layer_met1.png
Supply wires on this layer in gray.
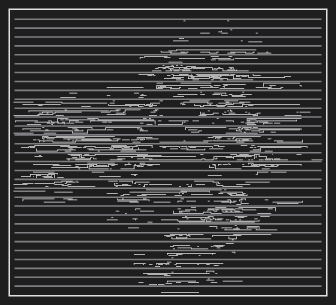
layer_met2.png
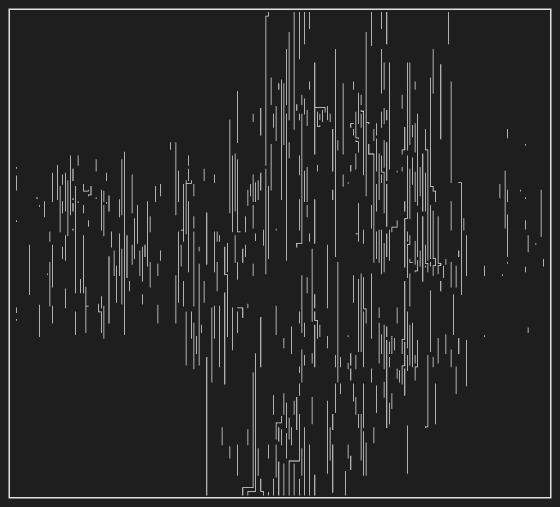
layer_met3.png
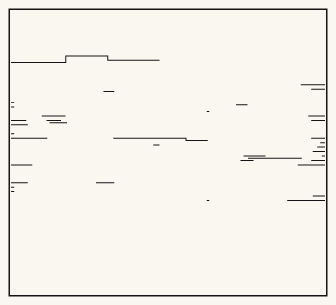
metal_density.png
Scale bar: 20 um. 19 x 17 tiles, from dark purple (low) to yellow (high), scaled to the fullest tile. Values are wire area over tile area, all layers added.
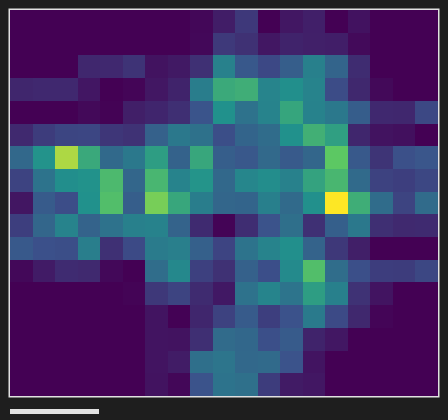
clocks.png
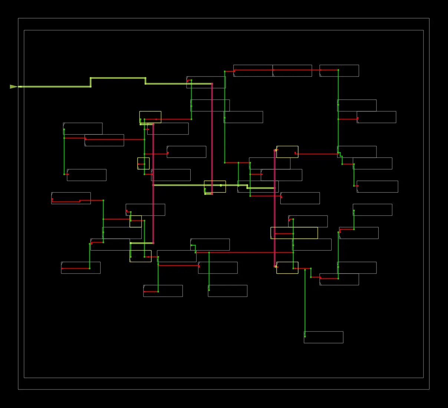
File: src/rtl/stall_flush_controller.sv
// Purpose: central stall/flush control for the 5-stage core, with divide occupancy FSM and stall counter.
// Latency: enables/flushes are combinational (zero-cycle); FSM, DCNT and stall counter update on core_clk.
// Backpressure: DMEM_BUSY freezes PC..EX/MEM, a running divide freezes PC..ID/EX, then branch > load-use > fetch.
module stall_flush_controller #(
  parameter int DIV_CYCLES = 4
) (
  input  logic        core_clk,
  input  logic        rst,
  input  logic        lu_hazard,
  input  logic        branch_taken_ex,
  input  logic        div_valid_ex,
  input  logic        imem_busy,
  input  logic        dmem_busy,
  output logic        pc_write_en,
  output logic        if_id_write_en,
  output logic        id_ex_write_en,
  output logic        ex_mem_write_en,
  output logic        if_id_flush,
  output logic        id_ex_flush,
  output logic        ex_mem_flush,
  output logic        mem_wb_flush,
  output logic        div_busy,
  output logic [31:0] stall_cycles
);

  typedef enum logic [0:0] {
    RUN      = 1'b0,
    DIV_WAIT = 1'b1
  } state_t;

  // The entry cycle in RUN is already one stall cycle, so the wait counter covers the rest minus the release cycle.
  localparam logic [3:0] DCNT_LOAD = 4'(DIV_CYCLES - 2);

  state_t     state;
  logic [3:0] dcnt;
  logic       div_stall;

  // Divide holds the front end on its entry cycle and while the wait counter is still running.
  always_comb begin
    div_stall = 1'b0;
    if (state == RUN) begin
      div_stall = div_valid_ex;
    end else begin
      div_stall = (dcnt != 4'd0);
    end
  end

  // Divide occupancy FSM; release is held off while MEM is busy so EX is not lost, without restarting the count.
  always_ff @(posedge core_clk or posedge rst) begin
    if (rst) begin
      state    <= RUN;
      dcnt     <= 4'd0;
      div_busy <= 1'b0;
    end else begin
      case (state)
        RUN: begin
          if (div_valid_ex) begin
            state    <= DIV_WAIT;
            dcnt     <= DCNT_LOAD;
            div_busy <= 1'b1;
          end
        end
        DIV_WAIT: begin
          if (dcnt != 4'd0) begin
            dcnt <= dcnt - 4'd1;
          end else if (!dmem_busy) begin
            state    <= RUN;
            div_busy <= 1'b0;
          end
        end
        default: begin
          state    <= RUN;
          dcnt     <= 4'd0;
          div_busy <= 1'b0;
        end
      endcase
    end
  end

  // Priority resolution of the stall/flush conditions; reset forces every register to bubble.
  always_comb begin
    pc_write_en     = 1'b1;
    if_id_write_en  = 1'b1;
    id_ex_write_en  = 1'b1;
    ex_mem_write_en = 1'b1;
    if_id_flush     = 1'b0;
    id_ex_flush     = 1'b0;
    ex_mem_flush    = 1'b0;
    mem_wb_flush    = 1'b0;
    if (rst) begin
      pc_write_en     = 1'b0;
      if_id_write_en  = 1'b0;
      id_ex_write_en  = 1'b0;
      ex_mem_write_en = 1'b0;
      if_id_flush     = 1'b1;
      id_ex_flush     = 1'b1;
      ex_mem_flush    = 1'b1;
      mem_wb_flush    = 1'b1;
    end else if (dmem_busy) begin
      pc_write_en     = 1'b0;
      if_id_write_en  = 1'b0;
      id_ex_write_en  = 1'b0;
      ex_mem_write_en = 1'b0;
      mem_wb_flush    = 1'b1;
    end else if (div_stall) begin
      pc_write_en     = 1'b0;
      if_id_write_en  = 1'b0;
      id_ex_write_en  = 1'b0;
      ex_mem_flush    = 1'b1;
    end else if (branch_taken_ex) begin
      if_id_flush     = 1'b1;
      id_ex_flush     = 1'b1;
    end else if (lu_hazard) begin
      pc_write_en     = 1'b0;
      if_id_write_en  = 1'b0;
      id_ex_flush     = 1'b1;
    end else if (imem_busy) begin
      pc_write_en     = 1'b0;
      if_id_flush     = 1'b1;
    end
  end

  // Performance counter of cycles in which the PC did not advance; wraps naturally.
  always_ff @(posedge core_clk or posedge rst) begin
    if (rst) begin
      stall_cycles <= 32'd0;
    end else if (!pc_write_en) begin
      stall_cycles <= stall_cycles + 32'd1;
    end
  end

endmodule

File: config.mk
export PLATFORM = sky130hd
export DESIGN_NAME = stall_flush_controller
export DESIGN_NICKNAME = d
export VERILOG_FILES = /design/src/rtl/stall_flush_controller.sv
export SDC_FILE = /design/constraint.sdc
export NUM_CORES = 1
export LEC_CHECK = 0
export CAP_MARGIN = 20
export CORE_ASPECT_RATIO = 0.9
export CORE_MARGIN = 1
export CORE_UTILIZATION = 25
export DETAILED_ROUTE_END_ITERATION = 7
export SYNTH_ARGS = -nofsm -noshare
export SYNTH_HDL_FRONTEND = slang
export SYNTH_SLANG_ARGS = --single-unit
File: constraint.sdc
create_clock -name core_clk -period 1.7 [get_ports core_clk]
set_input_delay 0.34 -clock core_clk [delete_from_list [all_inputs] [get_ports core_clk]]
set_output_delay 0.34 -clock core_clk [all_outputs]
set_load 0.005 [all_outputs]
==> results.rst <==
Metrics
=======

.. list-table::
   :header-rows: 1

   * - Metric
     - Value
   * - Registers, synthesis
     - 38
   * - Total die area
     - ~8400 um^2
   * - Leading cell types in the layout, fill and taps excluded
     - 41 x buf_4, 35 x clkdlybuf4s50_1, 33 x dfrtp_1
   * - Total negative slack for setup checks
     - -4.77 ns
   * - Static Leakage
     - roughly 1.3 nW
   * - Combinational gate area
     - about 1100 um^2
   * - Family with the most delay on the worst path
     - flip-flops
   * - Share of final-layout standard cells stronger than drive strength 1
     - 0.290
   * - Status
     - finished, violations left
   * - Cell count after placement
     - around 370
   * - Slew @ Worst Pin
     - roughly 0.5 ns
   * - Total CTS buffers
     - 5
   * - X dimension of the die
     - around 97 um
   * - Peak Freq
     - around 0.5 GHz
   * - Count of flip-flops with a built-in enable after synthesis
     - 0
   * - Unrepaired setup endpoints after global routing
     - yes
   * - FF/Latch Area
     - 957 um^2
   * - Crit path max fanout
     - 4
   * - # Cells Yosys
     - a little under 200
   * - Internal power consumption
     - ~2.4 mW
   * - Bufs on Longest Clock Path
     - 2
   * - Average footprint of a synthesized cell
     - approximately 10 um^2
   * - Wire length of the first global-routing pass
     - a little under 9 mm
   * - Total power of the final layout
     - between 3 and 4 mW
   * - Finish-stage setup viols
     - 36
   * - Violated checks
     - setup timing
   * - Number of remaining DRC errors
     - 0
   * - Part of the power in the clock network
     - 0.223
   * - Worst path slowest cell
     - dfrtp_1
   * - Crit Path Category
     - flip-flop to primary output
   * - Gpl congestion
     - ~0.78
   * - Least setup slack across all paths after layout
     - -0.255 ns
   * - First DRT Iteration DRCs
     - between 50 and 60
   * - Total gr overflow
     - 0
   * - Final hold vios
     - 0
   * - Logic pwr share
     - 0.431
   * - Number of buffers inserted for hold repair after clock tree synthesis
     - 0
-- layer_met1.png (at the start) --
main direction = horizontal
share of all routed wire = 48%
longest straight run = 24.4 um
nets with wire on the layer = 250
met1 track demand over resource in global routing: 0.185
total vias in the final route: 1885
Total Wirelength: 5.23 mm

-- layer_met2.png (at the start) --
nets with wire on the layer = 270
main direction = vertical
met2 usage in global routing: 0.215

-- layer_met3.png (at the start) --
wire length on this layer = 226 um
longest straight run = 22.1 um
main direction = horizontal
share of all routed wire = 4.3%
nets with wire on the layer = 32
GR Layer Usage met3: 0.0305

-- metal_density.png (at the start) --
nearly empty tiles = 30%
fullest tile = 0.48
tiles over half the peak = 7.7%
mean over tiles = 0.097
emptiest ninth of the die = south-west
GRT Total Usage: 0.138
Routed WL per cell: 13.6 um

-- clocks.png (at the start) --
Worst Clk Skew: 0.0106 ns
clock latency on the worst-skew pair: 0.30 ns
layout clock buffer count: 5

worst min-delay path by stage:
| stage | start | slack (ns) | cells after the start | end |
|---|---|---|---|---|
| final | stall_cycles[31] | 0.47 | 1 | stall_cycles[31] |
| after CTS | stall_cycles[31] | 0.47 | 1 | stall_cycles[31] |
| after floorplan | rst | 0.32 | 1 | dcnt[0] |
| after global placement | stall_cycles[31] | 0.46 | 1 | stall_cycles[31] |
| after detailed placement | stall_cycles[31] | 0.46 | 1 | stall_cycles[31] |
| after global routing | stall_cycles[31] | 0.49 | 1 | stall_cycles[31] |
state kept, by name, summed over array words and instances, names as in the netlist:
signal and flops:
dcnt 4, div_busy 1, stall_cycles 32, state 1
stage by stage:
stage                     worst slack [ns]  hold slack (ns)   util  area, um^2
after global placement              -0.534            0.457  0.372        2850
after global routing                -0.310            0.491  0.410        3140
final                               -0.255            0.472  0.410        3140
after CTS                           -0.273            0.473  0.400        3060
after floorplan                    -0.0135            0.319      -        2020
after detailed placement            -0.564            0.461  0.372        2850
final cells by class:
class | instances | share of cell area
Sequential cell | 38 | 0.305
Inverter | 9 | 0.0128
Multi-Input combinational cell | 142 | 0.348
Tap cell | 96 | 0.0383
Clock buffer | 5 | 0.0219
Clock inverter | 3 | 0.0143
Timing Repair Buffer | 93 | 0.259
metal layers:
layer	wire length, um	global-route usage
met1	2490	0.185
met4	80	0.0548
met5	0	0
met2	2440	0.215
met3	225	0.0305
kinds of logic after synthesis:
| family | synth area share |
|---|---|
| DFF | 0.472 |
| adders and majority gates | 0.0186 |
| AOI/OAI and AO/OA | 0.0522 |
| xor gates and xnor gates | 0.135 |
| and+or+nand+nor | 0.295 |
| buffers and inverters | 0.0267 |
synthesized netlist by cell type (2+ instances only):
| library cell | instances | area [um^2] |
|---|---|---|
| xor2_1 | 7 | 61.3 |
| nand2_1 | 11 | 41.3 |
| nand4b_1 | 2 | 17.5 |
| nor4_2 | 3 | 37.5 |
| ha_1 | 3 | 37.5 |
| o21ai_0 | 6 | 30.0 |
| nand2b_1 | 2 | 12.5 |
| inv_1 | 8 | 30.0 |
| nand3_1 | 7 | 35.0 |
| xnor2_1 | 24 | 210 |
| nor3_1 | 4 | 20.0 |
| clkbuf_1 | 2 | 7.51 |
| nor2_1 | 14 | 52.6 |
| dfrtp_1 | 38 | 951 |
| and3_1 | 8 | 50.1 |
| and2_1 | 4 | 25.0 |
| a21oi_1 | 2 | 10.0 |
| and4_1 | 5 | 43.8 |
| nand4_1 | 24 | 150 |
| o31ai_1 | 3 | 22.5 |
| buf_2 | 2 | 10.0 |
power by group through the flow:
stage | logic [mW] | clock network, mW | registers (mW)
5_1_grt | 1.67 | 0.850 | 1.25
6_report | 1.52 | 0.787 | 1.22
4_1_cts | 1.44 | 0.810 | 1.21
3_3_place_gp | 1.25 | 0 | 1.24
2_1_floorplan | 0.529 | 0 | 1.27
3_5_place_dp | 1.27 | 0 | 1.24
timing repair:
action,CTS,global route
resized,45,13
endpoints found under the setup margin,41,45
setup buffers,10,4
pin swaps,6,7
hold endpoints to repair,0,0
Power figures rest on the tool's default switching activity, not on a simulated workload.
